Figure 1. M1 wires.
Bar = 20 µm.
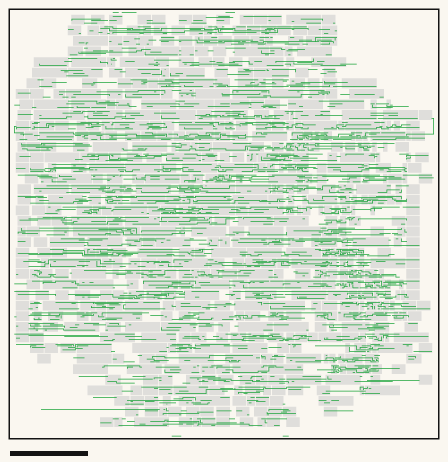
Figure 2. Signal wires on met2.
Bar = 20 µm.
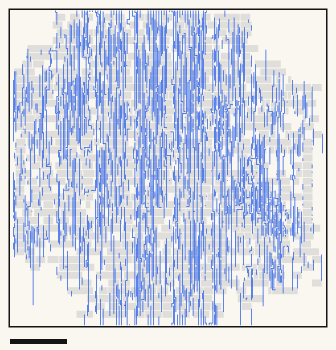
Figure 3. The metal 3 layer.
Bar = 20 µm.
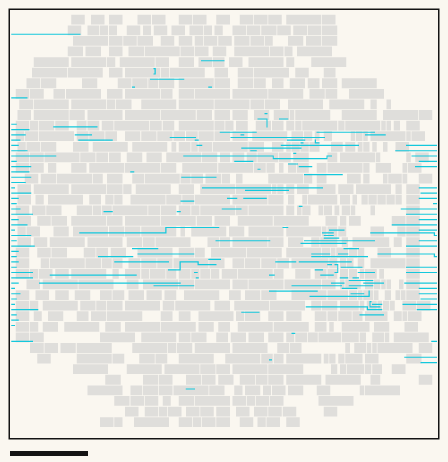
`config.mk`:
```
export PLATFORM = sky130hd
export DESIGN_NAME = rom_ctrl_check_seq_flat
export DESIGN_NICKNAME = d
export VERILOG_FILES = /design/src/rtl/rom_ctrl_check_seq_pkg.sv /design/src/rtl/rom_ctrl_check_seq_if.sv /design/src/rtl/rom_ctrl_check_seq_digest_cmp.sv /design/src/rtl/rom_ctrl_check_seq.sv /design/src/flat_wrapper.sv
export SDC_FILE = /design/constraint.sdc
export NUM_CORES = 1
export LEC_CHECK = 0
export CORE_UTILIZATION = 57
export CTS_BUF_LIST = sky130_fd_sc_hd__clkbuf_4
export CTS_CLUSTER_SIZE = 40
export DETAILED_ROUTE_END_ITERATION = 10
export PLACE_DENSITY = 0.92
export SYNTH_ARGS = -nofsm -noshare
export SYNTH_HDL_FRONTEND = slang
export SYNTH_HIERARCHICAL = 1
export SYNTH_SLANG_ARGS = --single-unit
```
`constraint.sdc`:
```
create_clock -name clk_i -period 3.88 [get_ports clk_i]
set_clock_uncertainty 0.2 [all_clocks]
set_input_delay 0.582 -clock clk_i [delete_from_list [all_inputs] [get_ports clk_i]]
set_output_delay 0.582 -clock clk_i [all_outputs]
set_load 0.02 [all_outputs]
```
`src/rtl/rom_ctrl_check_seq_pkg.sv`:
```
// Shared types and constants for the power-up ROM integrity check sequencer.
package rom_ctrl_check_pkg;

   localparam int unsigned DefRomDepth    = 16;
   localparam int unsigned DefRomTopCount = 2;
   localparam int unsigned DefDW          = 32;

   function automatic int unsigned vbits(int unsigned n);
      return (n > 1) ? $clog2(n) : 1;
   endfunction

   function automatic int unsigned non_top_count(int unsigned depth, int unsigned top_count);
      return depth - top_count;
   endfunction

   localparam int unsigned RomNonTopCount = non_top_count(DefRomDepth, DefRomTopCount);

   typedef logic [DefRomTopCount*DefDW-1:0] rom_digest_t;

   // Every pair of codes differs in at least 3 bits, so a single upset never
   // lands on another legal state.
   typedef enum logic [5:0] {
      Idle     = 6'b001011,
      ReadLow  = 6'b010101,
      ReadHigh = 6'b011110,
      WaitKmac = 6'b100110,
      Compare  = 6'b101101,
      Done     = 6'b110011,
      Invalid  = 6'b111000
   } rom_check_state_e;

endpackage

```
`src/rtl/rom_ctrl_check_seq_if.sv`:
```
// ROM read port and KMAC app port seen by the check sequencer.
interface rom_ctrl_check_seq_if
   import rom_ctrl_check_pkg::*;
#(
   parameter int unsigned DW      = DefDW,
   parameter int unsigned AW      = vbits(DefRomDepth),
   parameter int unsigned DigestW = DefRomTopCount * DefDW
);

   logic               rom_req_o;
   logic [AW-1:0]      rom_addr_o;
   logic [DW-1:0]      rom_rdata_i;
   logic               kmac_valid_o;
   logic [DW-1:0]      kmac_data_o;
   logic               kmac_last_o;
   logic               kmac_ready_i;
   logic               kmac_done_i;
   logic [DigestW-1:0] kmac_digest_i;

   modport master (
      output rom_req_o, rom_addr_o, kmac_valid_o, kmac_data_o, kmac_last_o,
      input  rom_rdata_i, kmac_ready_i, kmac_done_i, kmac_digest_i
   );

   modport slave (
      input  rom_req_o, rom_addr_o, kmac_valid_o, kmac_data_o, kmac_last_o,
      output rom_rdata_i, kmac_ready_i, kmac_done_i, kmac_digest_i
   );

endinterface

```
`src/rtl/rom_ctrl_check_seq_digest_cmp.sv`:
```
// Expected-digest register, KMAC digest latch and registered match flag.
module rom_ctrl_digest_cmp #(
   parameter int unsigned RomTopCount = 2,
   parameter int unsigned DW          = 32,
   parameter int unsigned IdxW        = 4
) (
   input  logic                      clk_i,
   input  logic                      rst_ni,
   input  logic                      exp_we_i,
   input  logic [IdxW-1:0]           exp_idx_i,
   input  logic [DW-1:0]             exp_wdata_i,
   input  logic                      dig_latch_i,
   input  logic [RomTopCount*DW-1:0] dig_i,
   input  logic                      cmp_en_i,
   input  logic                      set_match_i,
   output logic                      match_o
);

   logic [RomTopCount*DW-1:0] exp_q, exp_d;
   logic [RomTopCount*DW-1:0] dig_q, dig_d;
   logic                      match_q, match_d;

   always_comb begin
      exp_d = exp_q;
      for (int unsigned i = 0; i < RomTopCount; i++) begin
         if (exp_we_i && (exp_idx_i == IdxW'(i))) exp_d[i*DW +: DW] = exp_wdata_i;
      end
      dig_d   = dig_latch_i ? dig_i : dig_q;
      match_d = match_q;
      if (set_match_i)   match_d = 1'b1;
      else if (cmp_en_i) match_d = (dig_q == exp_q);
   end

   always_ff @(posedge clk_i or negedge rst_ni) begin
      if (!rst_ni) begin
         exp_q   <= '0;
         dig_q   <= '0;
         match_q <= 1'b0;
      end else begin
         exp_q   <= exp_d;
         dig_q   <= dig_d;
         match_q <= match_d;
      end
   end

   assign match_o = match_q;

endmodule

```
`src/rtl/rom_ctrl_check_seq.sv`:
```
// Power-up ROM integrity check sequencer: ROM -> KMAC, then digest compare and bus handover.
// Optional macro ROM_CTRL_CHECK_SEQ_BYPASS_EN adds bypass_i to skip the check.
module rom_ctrl_check_seq
   import rom_ctrl_check_pkg::*;
#(
   parameter int unsigned RomDepth    = DefRomDepth,
   parameter int unsigned RomTopCount = DefRomTopCount,
   parameter int unsigned DW          = DefDW
) (
   input  logic clk_i,
   input  logic rst_ni,
`ifdef ROM_CTRL_CHECK_SEQ_BYPASS_EN
   input  logic bypass_i,
`endif
   rom_ctrl_check_seq_if.master bus,
   output logic sel_bus_o,
   output logic check_done_o,
   output logic check_good_o,
   output logic alert_o
);

   localparam int unsigned AW          = vbits(RomDepth);
   localparam int unsigned NonTopCount = non_top_count(RomDepth, RomTopCount);
   localparam logic [AW-1:0] LastLowAddr = AW'(NonTopCount - 1);
   localparam logic [AW-1:0] LastAddr    = AW'(RomDepth - 1);

   rom_check_state_e state_q, state_d;
   logic [AW-1:0]    addr_q, addr_d;
   logic             req_q, req_d;
   logic             vld_q, vld_d;
   logic             exp_we, dig_latch, cmp_en, set_match, match;
   logic             last_store, in_read, kmac_valid;

   // vld_q marks "ROM data for addr_q is on rom_rdata_i"; in ReadLow it is the KMAC valid.
   assign last_store = vld_q && (addr_q == LastAddr);

   always_comb begin
      state_d   = state_q;
      addr_d    = addr_q;
      req_d     = 1'b0;
      vld_d     = 1'b0;
      exp_we    = 1'b0;
      dig_latch = 1'b0;
      cmp_en    = 1'b0;
      set_match = 1'b0;
      case (state_q)
         Idle: begin
`ifdef ROM_CTRL_CHECK_SEQ_BYPASS_EN
            if (bypass_i) begin
               state_d   = Done;
               set_match = 1'b1;
            end else begin
               state_d = ReadLow;
               addr_d  = '0;
               req_d   = 1'b1;
            end
`else
            state_d = ReadLow;
            addr_d  = '0;
            req_d   = 1'b1;
`endif
         end
         ReadLow: begin
            if (bus.kmac_done_i) begin
               state_d = Invalid;
            end else if (req_q) begin
               vld_d = 1'b1;
            end else if (vld_q) begin
               if (bus.kmac_ready_i) begin
                  req_d  = 1'b1;
                  addr_d = addr_q + AW'(1);
                  if (addr_q == LastLowAddr) state_d = ReadHigh;
               end else begin
                  vld_d = 1'b1;
               end
            end
         end
         ReadHigh: begin
            // A digest arriving with the final top word is legal; any earlier one is not.
            if (bus.kmac_done_i && !last_store) begin
               state_d = Invalid;
            end else if (req_q) begin
               vld_d = 1'b1;
            end else if (vld_q) begin
               exp_we = 1'b1;
               if (addr_q == LastAddr) begin
                  if (bus.kmac_done_i) begin
                     dig_latch = 1'b1;
                     state_d   = Compare;
                  end else begin
                     state_d = WaitKmac;
                  end
               end else begin
                  addr_d = addr_q + AW'(1);
                  req_d  = 1'b1;
               end
            end
         end
         WaitKmac: begin
            if (bus.kmac_done_i) begin
               dig_latch = 1'b1;
               state_d   = Compare;
            end
         end
         Compare: begin
            cmp_en  = 1'b1;
            state_d = Done;
         end
         Done:    state_d = Done;
         Invalid: state_d = Invalid;
         default: state_d = Invalid;
      endcase
   end

   always_ff @(posedge clk_i or negedge rst_ni) begin
      if (!rst_ni) begin
         state_q <= Idle;
         addr_q  <= '0;
         req_q   <= 1'b0;
         vld_q   <= 1'b0;
      end else begin
         state_q <= state_d;
         addr_q  <= addr_d;
         req_q   <= req_d;
         vld_q   <= vld_d;
      end
   end

   rom_ctrl_digest_cmp #(
      .RomTopCount (RomTopCount),
      .DW          (DW),
      .IdxW        (AW)
   ) u_digest_cmp (
      .clk_i       (clk_i),
      .rst_ni      (rst_ni),
      .exp_we_i    (exp_we),
      .exp_idx_i   (addr_q - AW'(NonTopCount)),
      .exp_wdata_i (bus.rom_rdata_i),
      .dig_latch_i (dig_latch),
      .dig_i       (bus.kmac_digest_i),
      .cmp_en_i    (cmp_en),
      .set_match_i (set_match),
      .match_o     (match)
   );

   assign in_read    = (state_q == ReadLow) || (state_q == ReadHigh);
   assign kmac_valid = vld_q && (state_q == ReadLow);

   assign bus.rom_req_o    = req_q && in_read;
   assign bus.rom_addr_o   = addr_q;
   assign bus.kmac_valid_o = kmac_valid;
   assign bus.kmac_data_o  = kmac_valid ? bus.rom_rdata_i : '0;
   assign bus.kmac_last_o  = kmac_valid && (addr_q == LastLowAddr);

   assign sel_bus_o    = (state_q == Done);
   assign check_done_o = (state_q == Done) || (state_q == Invalid);
   assign check_good_o = (state_q == Done) && match;
   assign alert_o      = (state_q == Invalid) || ((state_q == Done) && !match);

endmodule

```
`src/flat_wrapper.sv`:
```
// flat-port wrapper written by rule: the top's interface ports become plain ports
module rom_ctrl_check_seq_flat import rom_ctrl_check_pkg::*;
#(
   parameter int unsigned RomDepth    = DefRomDepth,
   parameter int unsigned RomTopCount = DefRomTopCount,
   parameter int unsigned DW          = DefDW
)
  (clk_i, rst_ni, sel_bus_o, check_done_o, check_good_o, alert_o, bus_rom_req_o, bus_rom_addr_o, bus_kmac_valid_o, bus_kmac_data_o, bus_kmac_last_o, bus_rom_rdata_i, bus_kmac_ready_i, bus_kmac_done_i, bus_kmac_digest_i);
  rom_ctrl_check_seq_if #(.DW(DW), .AW((vbits(RomDepth))), .DigestW(RomTopCount*DW)) bus_i ();
  input  logic clk_i;
  input  logic rst_ni;
  output logic sel_bus_o;
  output logic check_done_o;
  output logic check_good_o;
  output logic alert_o;
  output wire logic [$bits(bus_i.rom_req_o)-1:0] bus_rom_req_o;
  output wire logic [$bits(bus_i.rom_addr_o)-1:0] bus_rom_addr_o;
  output wire logic [$bits(bus_i.kmac_valid_o)-1:0] bus_kmac_valid_o;
  output wire logic [$bits(bus_i.kmac_data_o)-1:0] bus_kmac_data_o;
  output wire logic [$bits(bus_i.kmac_last_o)-1:0] bus_kmac_last_o;
  input wire logic [$bits(bus_i.rom_rdata_i)-1:0] bus_rom_rdata_i;
  input wire logic [$bits(bus_i.kmac_ready_i)-1:0] bus_kmac_ready_i;
  input wire logic [$bits(bus_i.kmac_done_i)-1:0] bus_kmac_done_i;
  input wire logic [$bits(bus_i.kmac_digest_i)-1:0] bus_kmac_digest_i;
  assign bus_rom_req_o = bus_i.rom_req_o;
  assign bus_rom_addr_o = bus_i.rom_addr_o;
  assign bus_kmac_valid_o = bus_i.kmac_valid_o;
  assign bus_kmac_data_o = bus_i.kmac_data_o;
  assign bus_kmac_last_o = bus_i.kmac_last_o;
  assign bus_i.rom_rdata_i = bus_rom_rdata_i;
  assign bus_i.kmac_ready_i = bus_kmac_ready_i;
  assign bus_i.kmac_done_i = bus_kmac_done_i;
  assign bus_i.kmac_digest_i = bus_kmac_digest_i;
  rom_ctrl_check_seq #(.RomDepth(RomDepth), .RomTopCount(RomTopCount), .DW(DW)) u_core (.clk_i(clk_i), .rst_ni(rst_ni), .bus(bus_i), .sel_bus_o(sel_bus_o), .check_done_o(check_done_o), .check_good_o(check_good_o), .alert_o(alert_o));
endmodule
```
==> qor.rpt <==
CELLS AND AREA
---------------------------------------------------------------------------------
Ratio of cells with drive above 1 in the final layout ..............        25.3%
Logic inverters ....................................................           16
Sequential cell area share .........................................        41.6%
Clock network area share ...........................................        3.10%
FF/Latch Area ......................................................     3530 µm²
Share of cell area taken by multi-input logic gates ................        34.7%
Registers with the most flip-flops ................................. u_core/u_digest_cmp/dig_q x64, u_core/u_digest_cmp/exp_q x64, u_core/state_q x6
Most numerous logic cells after layout ............................. sky130_fd_sc_hd__clkdlybuf4s50_1 (141), sky130_fd_sc_hd__dfrtp_1 (138), sky130_fd_sc_hd__mux2_2 (119)
Multi-input combinational cell count ...............................          348
Nets ...............................................................          778
Data buffer area share .............................................        17.7%
Antenna cells ......................................................            0
Post-route cell area ...............................................     8490 µm²

FLOORPLAN
---------------------------------------------------------------------------------
Ports placed on the boundary .......................................          143
Num tapcells .......................................................          143
Die outline height .................................................       110 µm
Initial core utilization ...........................................        58.4%
Placeable core region ..............................................    11400 µm²
Core Rows ..........................................................           39

TIMING
---------------------------------------------------------------------------------
RSZ-0062 raised after global routing ...............................        false
Final Slew Violations ..............................................            0
Final worst-path cycle share .......................................        87.8%
Final Hold Violating Endpoints .....................................            0
Worst slew margin relative to its limit ............................        37.1%
Maximum operating frequency ........................................      294 MHz
Total negative setup slack .........................................         0 ps
Total setup violations reported at the end of the flow .............            0

YOSYS
---------------------------------------------------------------------------------
Fraction of synthesized cell area taken by the top area cell type ..        52.0%
Biggest area consumer among synthesized cells ...................... sky130_fd_sc_hd__dfrtp_1
Top-count cell post-synth .......................................... sky130_fd_sc_hd__dfrtp_1
Async set-or-reset flop fraction in the synthesized netlist ........         100%
Mux cell area share ................................................        20.6%
Combined area of all synthesized cells .............................     6640 µm²
Count of state elements after synthesis ............................          141
Dominant kind of combinational cell ................................ multiplexers
Post-synth net total ...............................................          634
Top flip-flop cell by instance count after synthesis ............... sky130_fd_sc_hd__dfrtp_1
Tally of yosys warning messages ....................................            6

CLOCKING
---------------------------------------------------------------------------------
Number of sinks driven by the clock tree ...........................          141
CTS buffer count ...................................................           17
CTS Hold Buffers Added .............................................            1
Master cell of the clock root buffer ............................... sky130_fd_sc_hd__clkbuf_4
Clock network latency to the later pin of the worst-skew pair ......       540 ps

POWER
---------------------------------------------------------------------------------
Clock net power ....................................................     0.895 mW
Total power ........................................................      2.73 mW
Combinational group power ..........................................     0.274 mW
Top power consumer group ........................................... sequential cells
Switching power ....................................................     0.761 mW
Combinational fraction of design power .............................        10.0%
Largest voltage drop on the vdd net ................................       229 µV

CRITICAL PATH
---------------------------------------------------------------------------------
CP startpoint ...................................................... u_core/state_q[1]
Startpoint of the worst-slack reg-to-reg timing path ............... u_core/state_q[1]
Largest delay contributor family on the critical path .............. simple AND/OR/NAND/NOR gates
Critical Path Most Common Cell ..................................... sky130_fd_sc_hd__nor2_1
R2R cell count .....................................................            7
Crit Path Category .................................................   reg -> out
Number of buffer and inverter instances along the worst setup path .            1
Arrival time of the worst setup path ...............................      2620 ps
Slowest-stage cell, CP ............................................. sky130_fd_sc_hd__dfstp_2
Worst setup path endpoint .......................................... bus_rom_req_o
Flop-to-flop setup slack ...........................................      1010 ps
Startpoint Class ...................................................         flop

ROUTING
---------------------------------------------------------------------------------
Remaining DRCs .....................................................            0
Final antenna-violating net count ..................................            0
Metal3 WL ..........................................................      1010 µm
Mean number of vias per cell .......................................         5.93
Sum of routed wire segments on met1 ................................      6560 µm
Top sig layer ......................................................         met4

GRT
---------------------------------------------------------------------------------
GRT Overall Usage ..................................................        28.5%
Overflow after GRT .................................................            0
Global-route wire length before repair .............................     25100 µm
Global-route met3 utilization ......................................        5.57%
Number of antenna violations at the first check in global routing ..            0

PLACEMENT
---------------------------------------------------------------------------------
Post-Place Cell Area ...............................................     8220 µm²
Worst setup slack before clock tree synthesis ......................       901 ps
Instance count after placement with tap cells included .............          798
Last weighted congestion value of the routability-driven placer ....        0.939
HPWL Detailed ......................................................     11500 µm

RUN
---------------------------------------------------------------------------------
Max Cap Violations .................................................            0
Stage-log warning count ............................................           29

OUTCOME
---------------------------------------------------------------------------------
Status ............................................................. finished, final reports clean

WORST HOLD PATH
---------------------------------------------------------------------------------
Worst hold path cell count .........................................            1

-- Figure 1 (at the start) --
The longest straight run is 40.9 µm. 692 nets have wire on it. The layer holds 40% of the routed length. The layer carries 6560 µm of wire.
met1 Usage GRT: 37.0%
wire length after detailed routing: 16200 µm
Via Count: 4925

-- Figure 2 (at the start) --
The layer carries 8160 µm of wire. The layer holds 50% of the routed length. The longest straight run is 51.2 µm. 715 nets have wire on it. The wires run mostly vertical.

-- Figure 3 (at the start) --
The longest straight run is 36.1 µm. The layer carries 1010 µm of wire. 128 nets have wire on it.

Power is estimated from default activity; no workload was simulated.
